[config.mk]
export PLATFORM = sky130hd
export DESIGN_NAME = mux_nx1_rr_collector
export DESIGN_NICKNAME = d
export VERILOG_FILES = /design/src/rtl/mux_nx1_rr_collector.sv
export SDC_FILE = /design/constraint.sdc
export NUM_CORES = 1
export LEC_CHECK = 0
export CELL_PAD_IN_SITES_DETAIL_PLACEMENT = 1
export CELL_PAD_IN_SITES_GLOBAL_PLACEMENT = 1
export CORE_MARGIN = 4
export CORE_UTILIZATION = 33
export DETAILED_ROUTE_END_ITERATION = 12
export HOLD_SLACK_MARGIN = 0.08
export PLACE_DENSITY = 0.87
export REMOVE_ABC_BUFFERS = 1
export SLEW_MARGIN = 15
export SYNTH_ARGS = -nofsm -noshare
export SYNTH_HDL_FRONTEND = slang
export SYNTH_SLANG_ARGS = --single-unit
[constraint.sdc]
create_clock -name clk -period 7.8 [get_ports clk]
set_input_delay 1.17 -clock clk [delete_from_list [all_inputs] [get_ports clk]]
set_output_delay 1.17 -clock clk [all_outputs]
set_load 0.005 [all_outputs]
[src/rtl/mux_nx1_rr_collector.sv]
// rtl/mux_nx1_rr_collector.sv - registered N-to-1 round-robin collector with valid/ready handshakes
module mux_nx1_rr_collector #(
  parameter int N     = 8,
  parameter int SEL   = 3,
  parameter int WIDTH = 8
) (
  input  logic               clk,
  input  logic               rst_n,
  input  logic [N-1:0]       in_valid,
  input  logic [N*WIDTH-1:0] in_data,
  output logic [N-1:0]       in_ready,
  output logic               out_valid,
  output logic [WIDTH-1:0]   out_data,
  output logic [SEL-1:0]     out_sel,
  input  logic               out_ready
);

  typedef enum logic {EMPTY = 1'b0, FULL = 1'b1} state_t;

  localparam logic [SEL:0] N_W = (SEL+1)'(N);

  state_t           state;
  logic [SEL-1:0]   ptr;
  logic             load_en;
  logic             grant_found;
  logic [SEL-1:0]   grant_idx;
  logic [SEL:0]     sum;
  logic [SEL-1:0]   idx_w;
  logic [N-1:0]     in_ready_c;
  logic [WIDTH-1:0] grant_data;
  logic             xfer;

  assign load_en   = (state == EMPTY) || out_ready;
  assign out_valid = (state == FULL);

  // Round-robin search: first requester strictly after the last grant, wrapping at N-1
  always_comb begin
    grant_found = 1'b0;
    grant_idx   = '0;
    sum         = '0;
    idx_w       = '0;
    for (int k = 1; k <= N; k++) begin
      sum   = {1'b0, ptr} + (SEL+1)'(k);
      idx_w = (sum >= N_W) ? SEL'(sum - N_W) : SEL'(sum);
      if (!grant_found && in_valid[idx_w]) begin
        grant_found = 1'b1;
        grant_idx   = idx_w;
      end
    end
  end

  // One-hot accept strobe, suppressed during reset and while the output register is stalled
  always_comb begin
    in_ready_c = '0;
    if (rst_n && load_en && grant_found) begin
      in_ready_c[grant_idx] = 1'b1;
    end
  end

  assign in_ready = in_ready_c;
  assign xfer     = |in_ready_c;

  // Select the winning channel's data word
  always_comb begin
    grant_data = '0;
    for (int i = 0; i < N; i++) begin
      if (grant_idx == SEL'(i)) begin
        grant_data = in_data[i*WIDTH +: WIDTH];
      end
    end
  end

  // Output register FSM: state mirrors out_valid, pointer moves only on a transfer
  always_ff @(posedge clk) begin
    if (!rst_n) begin
      state    <= EMPTY;
      out_data <= '0;
      out_sel  <= '0;
      ptr      <= SEL'(N-1);
    end else begin
      case (state)
        EMPTY: begin
          if (xfer) begin
            state    <= FULL;
            out_data <= grant_data;
            out_sel  <= grant_idx;
            ptr      <= grant_idx;
          end
        end
        FULL: begin
          if (out_ready) begin
            if (xfer) begin
              out_data <= grant_data;
              out_sel  <= grant_idx;
              ptr      <= grant_idx;
            end else begin
              state <= EMPTY;
            end
          end
        end
        default: state <= EMPTY;
      endcase
    end
  end

endmodule

==> results_dict.tcl <==
# yosys + openroad results
set metrics [dict create \
    status "completed" \
    worstRegToRegCells 11 \
    finalHoldViolCount 0 \
    antenna_cells 0 \
    cp_max_fo 20 \
    grt_util_all_layers_pct 21.2 \
    cp.arrival_ns 5.38 \
    finalPower_w 0.00160 \
    ys_seq_share_pct 13.9 \
    drive_above_1_share_pct 11.3 \
    comb_area_sq_mm 0.00171 \
    cts_hold_buf 0 \
    crit_path_end "in_ready[0]" \
    reg2reg_from "ptr[1]" \
    grt_max_degree 28 \
    drv_slew 0 \
    yosys_warnings 0 \
    setup_ws_ns 1.25 \
    cts_resized 0 \
    rsz0062_at_grt "false" \
    logic_gate_count 214 \
    ys_async_sr_fraction_pct 0 \
    warnings 26 \
    edf_count 0 \
    placed_cell_area_sq_mm 0.00313 \
    routabilityCongestion 0.897 \
    clkPwrFrac_pct 4.1 \
    grtUsageMet3_pct 4.00 \
    area_growth_pct 47.3 \
    min_from "out_data[3]" \
    buf_share_pct 30.6 \
    clock_area_share_pct 1.42 \
    drc 0 \
    clock_latency_ns 0.25 \
    clock-sinks 15 \
    wl_met3_um 656 \
    fin_crit_ns 6.55 \
    power.internal_w 0.000777 \
    clockRootBuffer "clkbuf_8" \
    numCtsBuffers 3 \
    cts-htree-levels 1 \
    path_clk_slew_ns 0.07 \
    grt_pass1_vias 2576 \
    ys_sh_aoi_pct 20.6 \
    flops 15 \
    fp.dieH_um 88.9 \
    lay_top_count "clkdlybuf4s50_1" \
    drtPass1Iterations 5 \
    cp.required_ns 6.63 \
    yosysTopAreaCellShare_pct 13.9 \
    ys_types 58 \
    ys_sh_xor_pct 2.03 \
    critPathLaunchType "flip-flop" \
    regArea_sq_um 300 \
    timing.slew.headroom_pct 38.6 \
    top_area_cell "dfxtp_1" \
    synth.avg_cell_area_sq_um 8.30 \
    post-route-period-util_pct 84.0 \
    power_density_mw_per_mm2 503 \
    vias 2470 \
    synth_flops 15 \
    cp-startpoint "ptr[1]" \
    hold_depth 2 \
    viasPerCell 5.84 \
    ys_sh_mux_pct 34.5 \
    worst_pin_slew_ns 0.917 \
    clock.fmax_ghz 0.153 \
    hold_ws_ns 0.475 \
    synthTopCellsByCount "mux2i_1, nand2_1, nor2_1" \
    hp-class "reg -> reg" \
    numPlacedInstances 419 \
    comb_share_pct 53.8 \
    grt_busiest_layer "met2" \
    pwr-share-comb_pct 86.7 \
    ys_area_sq_mm 0.00216 \
    crit_path_end_kind "output pin" \
    syn_inst 260 \
    ff2ff_setup_slack_ns 2.64 \
]
[power groups by stage]
stage          clock network [W]  logic [W]  registers, W
4_1_cts                0.0000670    0.00139      0.000148
6_report               0.0000650    0.00139      0.000148
5_1_grt                0.0000713    0.00152      0.000154
3_3_place_gp                   0    0.00135      0.000146
2_1_floorplan                  0   0.000953      0.000154
3_5_place_dp                   0    0.00139      0.000150
[worst max-delay path, stage by stage, from the launching register on]
cell and delay [ns]:
dfxtp_1 0.76, inv_1 0.24, ha_1 0.91, mux2_2 0.46, mux2i_1 0.52, a21oi_1 0.10
o41ai_1 0.43, a311oi_1 0.14, nor2_1 0.77, nand2_1 0.18, nor2_1 0.12, clkdlybuf4s50_1 0.52
[sequential cells by signal, summed over array words and instances (netlist names)]
name	cells
out_data	8
out_sel	3
out_valid	1
ptr	3
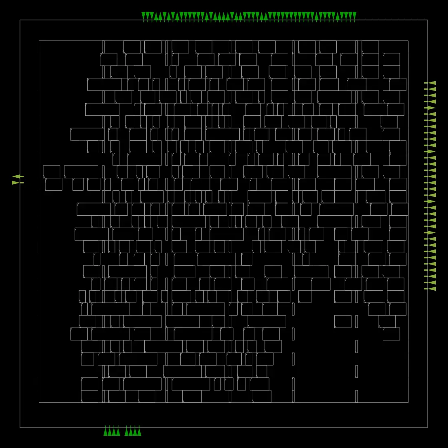
*Placed standard cells*
Tap Cells: 77
Non-Filler Instances: 423
# fillers: 765

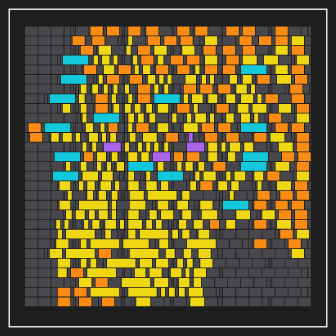
*Placement by cell class*
Fill, decap, tap and diode cells in grey.
Key: orange = other buffers and delay cells [cells 98]; cyan = flip-flops [cells 15]; yellow = all other logic [cells 229]; purple = clock drivers and dummy loads [cells 4]
Non-Filler Cell Area, Final: 0.00318 sq mm
Core Util, Final: 50.0%
core footprint: 0.00635 sq mm
row cnt: 29

Power and IR drop assume default switching activity.
